Fig. 1: power grid
Scale: 2 px per micron. Pins as bars on the die edge.
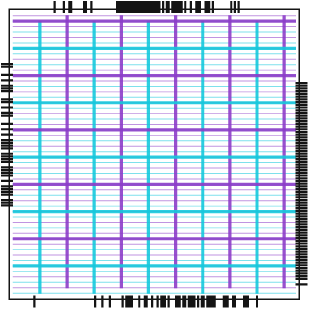
Fig. 2: placed cells, one color a class
Scale: 3 px per micron. Fill, decap, tap and diode cells in gray.
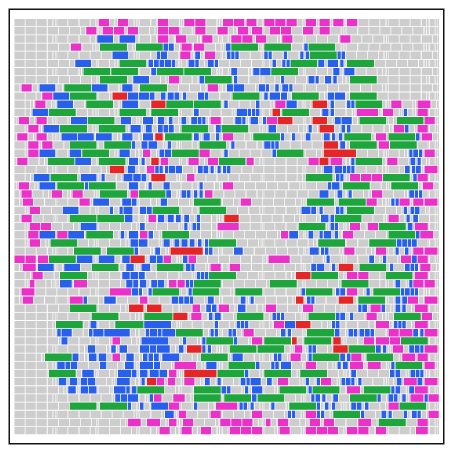
Fig. 3: clock distribution
Scale: 4 px per micron.
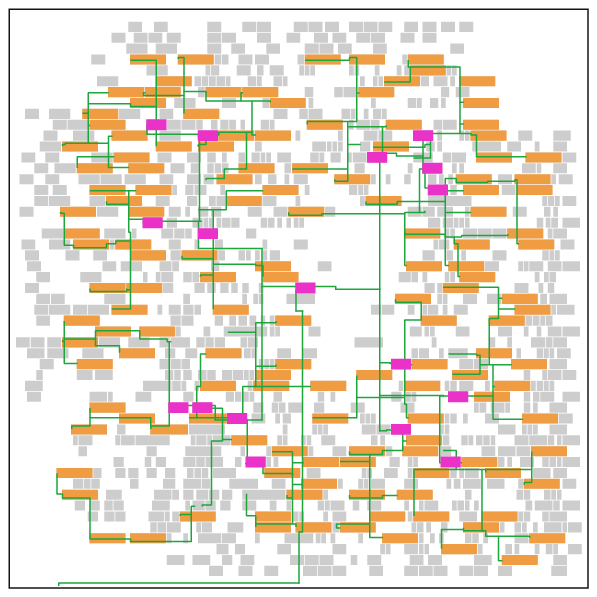
Fig. 4: track usage over the die
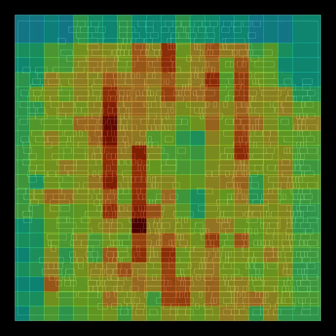
Fig. 5: where the registers sit
Scale: 3 px per micron.
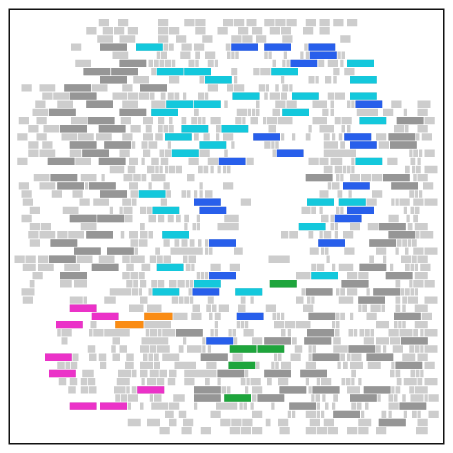
==> config.mk <==
export PLATFORM = sky130hd
export DESIGN_NAME = mem_stage_flat
export DESIGN_NICKNAME = d
export VERILOG_FILES = /design/src/rtl/mem_stage_if.sv /design/src/rtl/mem_stage.sv /design/src/flat_wrapper.sv
export SDC_FILE = /design/constraint.sdc
export NUM_CORES = 1
export LEC_CHECK = 0
export CORE_UTILIZATION = 35
export CTS_BUF_LIST = sky130_fd_sc_hd__clkbuf_4 sky130_fd_sc_hd__clkbuf_8
export CTS_CLUSTER_DIAMETER = 40
export CTS_CLUSTER_SIZE = 20
export DETAILED_ROUTE_END_ITERATION = 10
export PLACE_DENSITY_LB_ADDON = 0.2
export SKIP_CTS_REPAIR_TIMING = 1
export SLEW_MARGIN = 10
export SYNTH_ARGS = -nofsm -noshare
export SYNTH_HDL_FRONTEND = slang
export SYNTH_SLANG_ARGS = --single-unit
==> constraint.sdc <==
create_clock -name clk -period 2.2 [get_ports clk]
set_input_delay 0.33 -clock clk [delete_from_list [all_inputs] [get_ports clk]]
set_output_delay 0.33 -clock clk [all_outputs]
set_load 0.02 [all_outputs]
==> run summary <==
Cell area after synthesis: 0.00709 sq mm
Largest net degree at the start of global routing: 59
Die ar.: 0.0208 sq mm
Reg2Reg Depth: 5
Most frequent logic cells in the routed design: clkdlybuf4s50_1 (171), nand2_1 (169), dfrtp_1 (140)
Residual DRC: 0
Top cell area share: 0.501
H-tree levels: 4
Core Region: 0.0197 sq mm
Setup WS post-layout: 0.0787 ns
Top FF cell, synth: dfrtp_1
Cell count listed in synth_stat.txt: 751
Placer Congestion: 0.810
Crit path DRT: 1.87 ns
CTS tree: done
Max-cap viol count: 0
DR vias/cell: 4.89
Crit path largest cell delay: 0.45 ns
IO Count: 205
RSZ-0062 raised after global routing: false
FP Core Util: 0.361
Num CTS Buffers: 17
Period utilization: 0.964
Yosys chip area: 0.00709 sq mm
Final Max Tran Viols: 0
Yosys top cell by area: dfrtp_1
Dominant logic cell type in the layout: clkdlybuf4s50_1
Clk buf depth: 2
Initial DRC count: 297
Gate Count Post-Synth: 751
Post-synth mux share: 0.0907
Endpoints failing hold: 0
Post-synth area hogs: dfrtp_1 (50%), nand2_1 (9.0%), mux2_4 (6.4%)
Total gr overflow: 0
Global-route wire length before repair: 31300 microns
Cell chain of the critical path: inv_2 -> ha_4 -> nor2_1 -> or2_2 -> dlymetal6s2s_1
Worst path bufs/invs: 2
Int Pwr: 9.34 mW
Layout cells sized above 1: 0.122
Ant. Diodes: 0
Yosys reg bits: 142
Non-Clock Inverter Count: 41
DP HPWL: 15000 microns
Setup-failing EPs final: 0
Area grow syn2layout: 39.9%
Clock slew at reported path FFs: 0.08 ns
Combinational Area: 0.00300 sq mm
CP startpoint kind: register
Net Switching: 7.09 mW
Number of buffers inserted by port buffering: 204
Worst path arrival time: 1.79 ns
Seq_cells: 142
Fillers: 1887
Logic share of the area: 0.303
Critical Path Fanout Max: 6
Compound Share, Synth: 0.150
Clock buf count: 22
Multi-Input Combinational: 488
Clock buf/inv share: 0.0429
Vias: 5892
Final ANT Viol Nets: 0
Simple-Gate Area Share: 0.163
Tool Warnings: 31
Signal buf overhead: 0.247
Fmax: 0.471 GHz
Xor+xnor area frac: 0
Async SR Flop Fraction: 1.00
Levels on crit path: 5
Unique cell types: 45
Power density cells: 1660 mW/mm^2
Tap Cells: 265
Outcome: finished clean
Area-dominant class: sequential cells
Clock root buffer: clkbuf_8
Worst Hold Class: in -> async
CP Capture Type: output pin
GRT Overall Usage: 0.201
Register share after synthesis: 0.501
Minimum clock period: 2.12 ns
Vias in the first global route: 5618
Notes on Fig. 1 above:
Key: VSS = cyan; VDD = purple
205 signal pins sit on the boundary. The core has 51 rows. 10 straps on met5. 10 straps on met4. 52 met1 rails follow the rows.
Peak VDD IR: 0.551 mV
Die X: 144 microns
die y size: 144 microns

Notes on Fig. 2 above:
Key: clock drivers and dummy loads = red [cells 31]; remaining buffers and delay cells = magenta [cells 238]; remaining logic cells = blue [cells 529]; sequential cells = green [cells 142]
cell row count: 51
sequential share of cell area: 0.359

Notes on Fig. 3 above:
Key: flip-flops = orange [count 142]; clock wires = green [length 1960 microns]; clock-net drivers = magenta [count 17]
There are 18 routed clock nets. Position of the flops: widely spread.
Power Clock: 2.26 mW
clock group share of total power: 0.138

Notes on Fig. 4 above:
GR Util met1: 0.278
met3 Usage GRT: 0.0520
GR peak layer: met2

Notes on Fig. 5 above:
Key: `u_core.wreg_q` = green [flops 5, where bottom middle]; `u_core.cnt_q` = magenta [flops 8, where bottom left]; `u_core.bus.wb_data` = cyan [flops 32]; `u_core.state_q` = orange [flops 2]; `u_core.addr_q` = blue [flops 22]
Storage cell area: 0.00356 sq mm
P_seq: 4.96 mW
fin util: 0.505

## synth_stat cells, drive strengths merged, types with 2 or more instances
| library cell | count |
|---|---|
| nand3 | 13 |
| a21oi | 23 |
| a32oi | 7 |
| nor3 | 4 |
| o221ai | 6 |
| o22a | 2 |
| o21a | 3 |
| nand2 | 170 |
| nor2 | 29 |
| nor4 | 2 |
| a31oi | 17 |
| o22ai | 13 |
| dfrtp | 142 |
| clkbuf | 41 |
| nand3b | 7 |
| nor3b | 3 |
| nand2b | 10 |
| and3 | 9 |
| o31ai | 3 |
| ha | 7 |
| buf | 39 |
| o21ai | 73 |
| inv | 41 |
| nor2b | 3 |
| o211ai | 8 |
| mux2i | 17 |
| mux2 | 32 |
| or4 | 4 |
| a21boi | 4 |
| or3 | 2 |
| a221o | 10 |
## worst register-to-register path, cell delays in order (launching register included)
cell     delay, ns
dfrtp_1       0.49
buf_4         0.26
mux2i_1       0.26
o22a_1        0.45
a31oi_1       0.17
a221o_1       0.34
## metal layers
metal	GRT usage	vias up	routed length, microns
met5	0	-	0
met4	0.0753	0	402
met3	0.0520	22	1510
met2	0.300	196	9250
met1	0.278	2777	9540
li1	-	2897	-
## stage by stage
step           cells  utilization  setup TNS [ns]  hold WS, ns  instance area [sq um]
2_1_floorplan    751            -               0       0.0344                   7090
3_3_place_gp    1173        0.477               0        0.289                   9370
3_5_place_dp    1173        0.477               0        0.293                   9370
4_1_cts         1204        0.498           -6.41       -0.204                   9800
5_1_grt         1205        0.505               0        0.392                   9920
6_report        1205        0.505               0        0.372                   9920
## power by group through the flow
stage               logic [mW]  clock network [mW]  registers [mW]
floorplan                 5.50                   0            5.02
global placement          9.23                   0            4.96
detailed placement        9.31                   0            4.98
CTS                       9.34                2.32            4.94
global route              10.0                2.43            5.10
finish                    9.21                2.26            4.96
No activity file was given, so power comes from the tool's default toggle rates.
